Design interboard_receiver, sky130hd; sources not shown.
**Run 1: placement view**

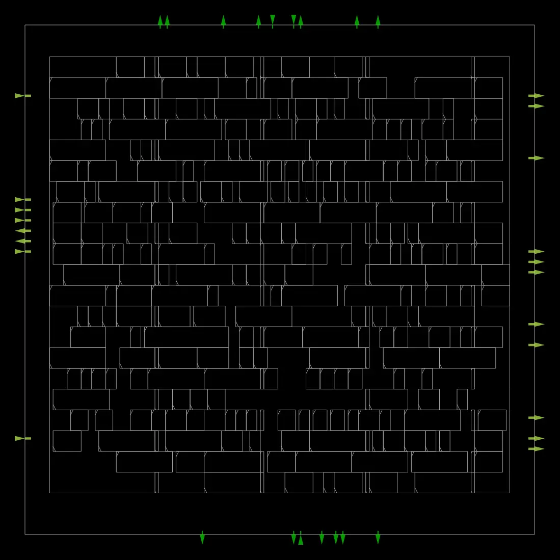
Fill cells: 264
total core area: 0.00344 mm²
flop count: 54

**Run 1: met3 routing**

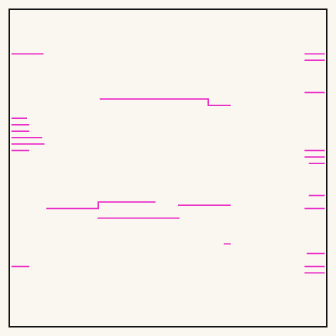
share of all routed wire	4.8%
wire length on this layer	160 µm
main direction	horizontal
nets with wire on the layer	20
longest straight run	22.8 µm
via count: 1465
DRT Wirelength: 3.36 mm
GRT met3 Usage: 4.22%

**Run 1: cell density map**

The die is cut into 7 by 7 equal tiles; white is low, dark blue is high, 0 to 100% covered.
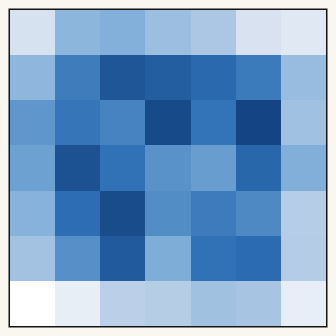
emptiest ninth of the die	bottom left
tiles over 75% full	22%
mean over tiles	54%
nearly empty tiles	2.0%
fullest tile	92%
FP Util: 58.9%
final core occ: 70.9%

==> flow_summary.json, run 1 <==
{
  "status": "completed",
  "max_stage_delay_ns": 0.61,
  "cp.required_ns": 2.70,
  "fin_nets": 261,
  "worstPathCellList": "clkdlybuf4s50_1",
  "numCtsBuffers": 5,
  "pre_cts_slack_ns": 1.29,
  "dp_cells": 287,
  "drtPass1Iterations": 4,
  "grt_use_met2_pct": 26.5,
  "cap_violations": 0,
  "grt-ovfl-total": 0,
  "xor_share_pct": 0,
  "synthCells": 222,
  "final_area_mm2": 0.00244,
  "clockRootBuffer": "clkbuf_8",
  "topCellsByArea": "dfxtp_1 53%, nand2_1 11%, a21boi_1 8.5%, nand3_1 4.9%, o21ai_1 4.9%",
  "hold_path_depth": 1,
  "rows": 21,
  "routed_via_density": 4.97,
  "postRouteAntennaNets": 0,
  "crit_type": "flip-flop to output pin",
  "setup_ws_ns": 1.44,
  "postSynthAreaPerCell_um2": 9.14,
  "skew_ns": 0.00619,
  "inv_count": 2,
  "critPathSlowestCell": "clkdlybuf4s50_1",
  "pwr_density_cell_mw_per_mm2": 428,
  "max-slew-margin-rel_pct": 42.8,
  "slew_viol_final": 0,
  "setup_viol": 0,
  "synth.distinct_cells": 23,
  "yosys.area_share.simple_pct": 21.8,
  "grt_max_degree": 35,
  "grt_busiest_layer": "met2",
  "tightestPinTransition_ns": 0.856,
  "mi_logic_area_um2": 831,
  "signal_buffers": 36,
  "nMultiInputCombCells": 149,
  "synth-edff-count": 0,
  "cp_max_fo": 2,
  "reg2regPathDepth": 4,
  "most-common-layout-cells": "59 x nand2_1, 54 x dfxtp_1, 33 x clkdlybuf4s50_1, 23 x a21boi_1",
  "clkPwrFrac_pct": 38.2,
  "cts_resized": 0,
  "die-area_mm2": 0.00445,
  "final_common_cell": "nand2_1",
  "drt-wirelength-per-cell_um": 11.4,
  "topRoutingLayerUsed": "met4",
  "ff_type": "dfxtp_1",
  "post-route-period-util_pct": 60.0,
  "yosys.area_share.aoi_pct": 14.1,
  "io_pins": 35,
  "tap-cell-count": 46,
  "synthesis.nets": 235,
  "ff2ff_setup_slack_ns": 1.76,
  "place.detailed.hpwl_mm": 2.31,
  "antenna_found_initial": 0,
  "insertion_delay_ns": 0.31,
  "syn_area_mm2": 0.00203,
  "yosys-top-cells-count": "59 x nand2_1, 54 x dfxtp_1, 23 x a21boi_1, 20 x nand3_1, 20 x o21ai_1",
  "clkbuf_count": 6,
  "adder_share_pct": 2.47,
  "yosysTopAreaCell": "dfxtp_1",
  "clock_net_power_w": 0.000399,
  "setup_tns_ns": 0,
  "seq_share_pct": 44.3,
  "vdd_drop_max_v": 0.000434,
  "internal_power_w": 0.000828,
  "arrival_ns": 1.26,
  "port_buffers": 33,
  "place_area_mm2": 0.00233,
  "cts_hold_buf": 0,
  "die_w_um": 66.7
}
==> inputs of run 2 (changes only) <==
- CORE_UTILIZATION: 55 -> 46
- clock period: 3.6 -> 1.9 ns (I/O delays scaled with it)
**Run 2: placement view**

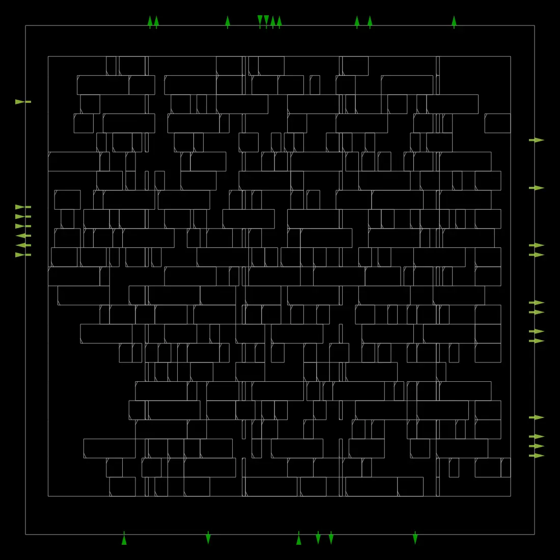
Taps Inserted: 50
total core area: 0.00412 mm²
final core occ: 59.9%
Finished Layout Cells: 303
# rows: 23

**Run 2: cell density map**

The die is cut into 7 by 7 equal tiles; white is low, dark blue is high, 0 to 100% covered.
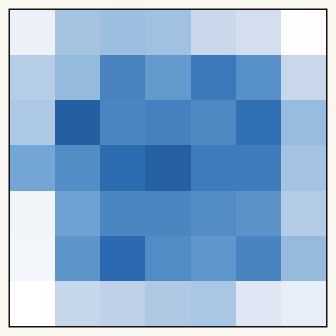
fullest tile	81%
densest ninth of the die	middle
emptiest ninth of the die	bottom left
nearly empty tiles	4.1%
mean over tiles	46%
tiles over 75% full	8.2%
FP Util: 49.3%

==> flow_summary.json, run 2 <==
{
  "crit_type": "flip-flop to output pin",
  "grt_pass1_vias": 1447,
  "buffer_area_share_pct": 15.3,
  "start_kind": "flip-flop",
  "finalHoldViolCount": 0,
  "setup_viol": 0,
  "grt-ovfl-total": 0,
  "pwr-share-seq_pct": 59.4,
  "drt_wl_total_mm": 3.70,
  "postRouteAntennaNets": 0,
  "die_w_um": 72.4,
  "cts_hold_buf": 0,
  "clockRootBuffer": "clkbuf_8",
  "hp-class": "flip-flop to flip-flop",
  "vias": 1517,
  "p_seq_w": 0.00115,
  "xor_share_pct": 0,
  "top_power_group": "sequential cells",
  "antenna_found_initial": 0,
  "yosysWarningCount": 0,
  "critical_path.top_delay_family": "buffers and inverters",
  "post-route-period-util_pct": 92.0,
  "internal_power_w": 0.00151,
  "clkPwrFrac_pct": 36.7,
  "max_freq_mhz": 572,
  "most-common-layout-cells": "59 x nand2_1, 54 x dfxtp_1, 32 x clkdlybuf4s50_1, 23 x a21boi_1",
  "grt_use_met2_pct": 25.7,
  "synth-edff-count": 0,
  "final.fill_count": 406,
  "power.leakage_nw": 0.858,
  "critPathSlowestCell": "clkdlybuf4s50_1",
  "postSynthAreaPerCell_um2": 9.14,
  "synthCells": 222,
  "clk_share_pct": 4.26,
  "ff_type": "dfxtp_1",
  "insertion_delay_ns": 0.31,
  "pre_cts_slack_ns": 0.447,
  "syn_area_mm2": 0.00203,
  "reg2regPathDepth": 5,
  "skew_ns": 0.00543,
  "wl_met2_mm": 1.70,
  "place.detailed.hpwl_mm": 2.56,
  "cp_max_fo": 2,
  "clk_pin_slew_ns": 0.10,
  "clock_net_power_w": 0.000709,
  "adder_share_pct": 2.47,
  "grt.total_usage_pct": 16.0,
  "slew_viol_final": 0,
  "inv_count": 2,
  "synth.distinct_cells": 23,
  "worstPathCellList": "clkdlybuf4s50_1",
  "yosys-top-cells-count": "59 x nand2_1, 54 x dfxtp_1, 23 x a21boi_1, 20 x nand3_1, 20 x o21ai_1",
  "hold_path_depth": 1,
  "drt_iter0_markers": 87,
  "cp.required_ns": 1.42,
  "nMultiInputCombCells": 149,
  "io_pins": 35,
  "setup_tns_ns": 0,
  "drt-wirelength-per-cell_um": 12.2,
  "vdd_drop_max_v": 0.000580,
  "htreeDepth": 2,
  "port_buffers": 33,
  "topCombFamilyByArea": "simple AND/OR/NAND/NOR gates",
  "fin_crit_ns": 1.75,
  "grt.met3_usage_pct": 2.91,
  "fin_nets": 265,
  "setup_ws_ns": 0.151,
  "final_common_cell": "nand2_1",
  "top_area_cell_class": "registers",
  "cts_resized": 0,
  "grt_max_degree": 29,
  "swShare_pct": 21.9,
  "place_area_mm2": 0.00236,
  "sh_comb_area_pct": 33.7,
  "ys_seq_share_pct": 53.3,
  "dp_cells": 295,
  "max_stage_delay_ns": 0.61,
  "pwr_density_cell_mw_per_mm2": 785,
  "final_area_mm2": 0.00246,
  "top_area_share_pct": 53.3,
  "routed_via_density": 5.01,
  "drtPass1Iterations": 4,
  "cap_violations": 0,
  "die-area_mm2": 0.00524,
  "clkbuf_count": 7,
  "regArea_mm2": 0.00108,
  "mi_logic_area_um2": 831,
  "antenna_cells": 0,
  "die_h_um": 72.4,
  "grt_setup_unrepaired": "no",
  "seq_share_pct": 43.9,
  "topCellsByArea": "dfxtp_1 53%, nand2_1 11%, a21boi_1 8.5%, nand3_1 4.9%, o21ai_1 4.9%",
  "numCtsBuffers": 5,
  "cts_setup_buffers": 0,
  "synthesis.nets": 235,
  "grt_busiest_layer": "met2",
  "status": "completed",
  "ff_count": 54,
  "yosys.area_share.aoi_pct": 14.1,
  "arrival_ns": 1.27,
  "yosys.area_share.simple_pct": 21.8,
  "whs_ns": 0.437,
  "ff2ff_setup_slack_ns": 0.44,
  "yosysTopAreaCell": "dfxtp_1",
  "signal_buffers": 40,
  "topRoutingLayerUsed": "met4"
}
No activity file was given, so power comes from the tool's default toggle rates.
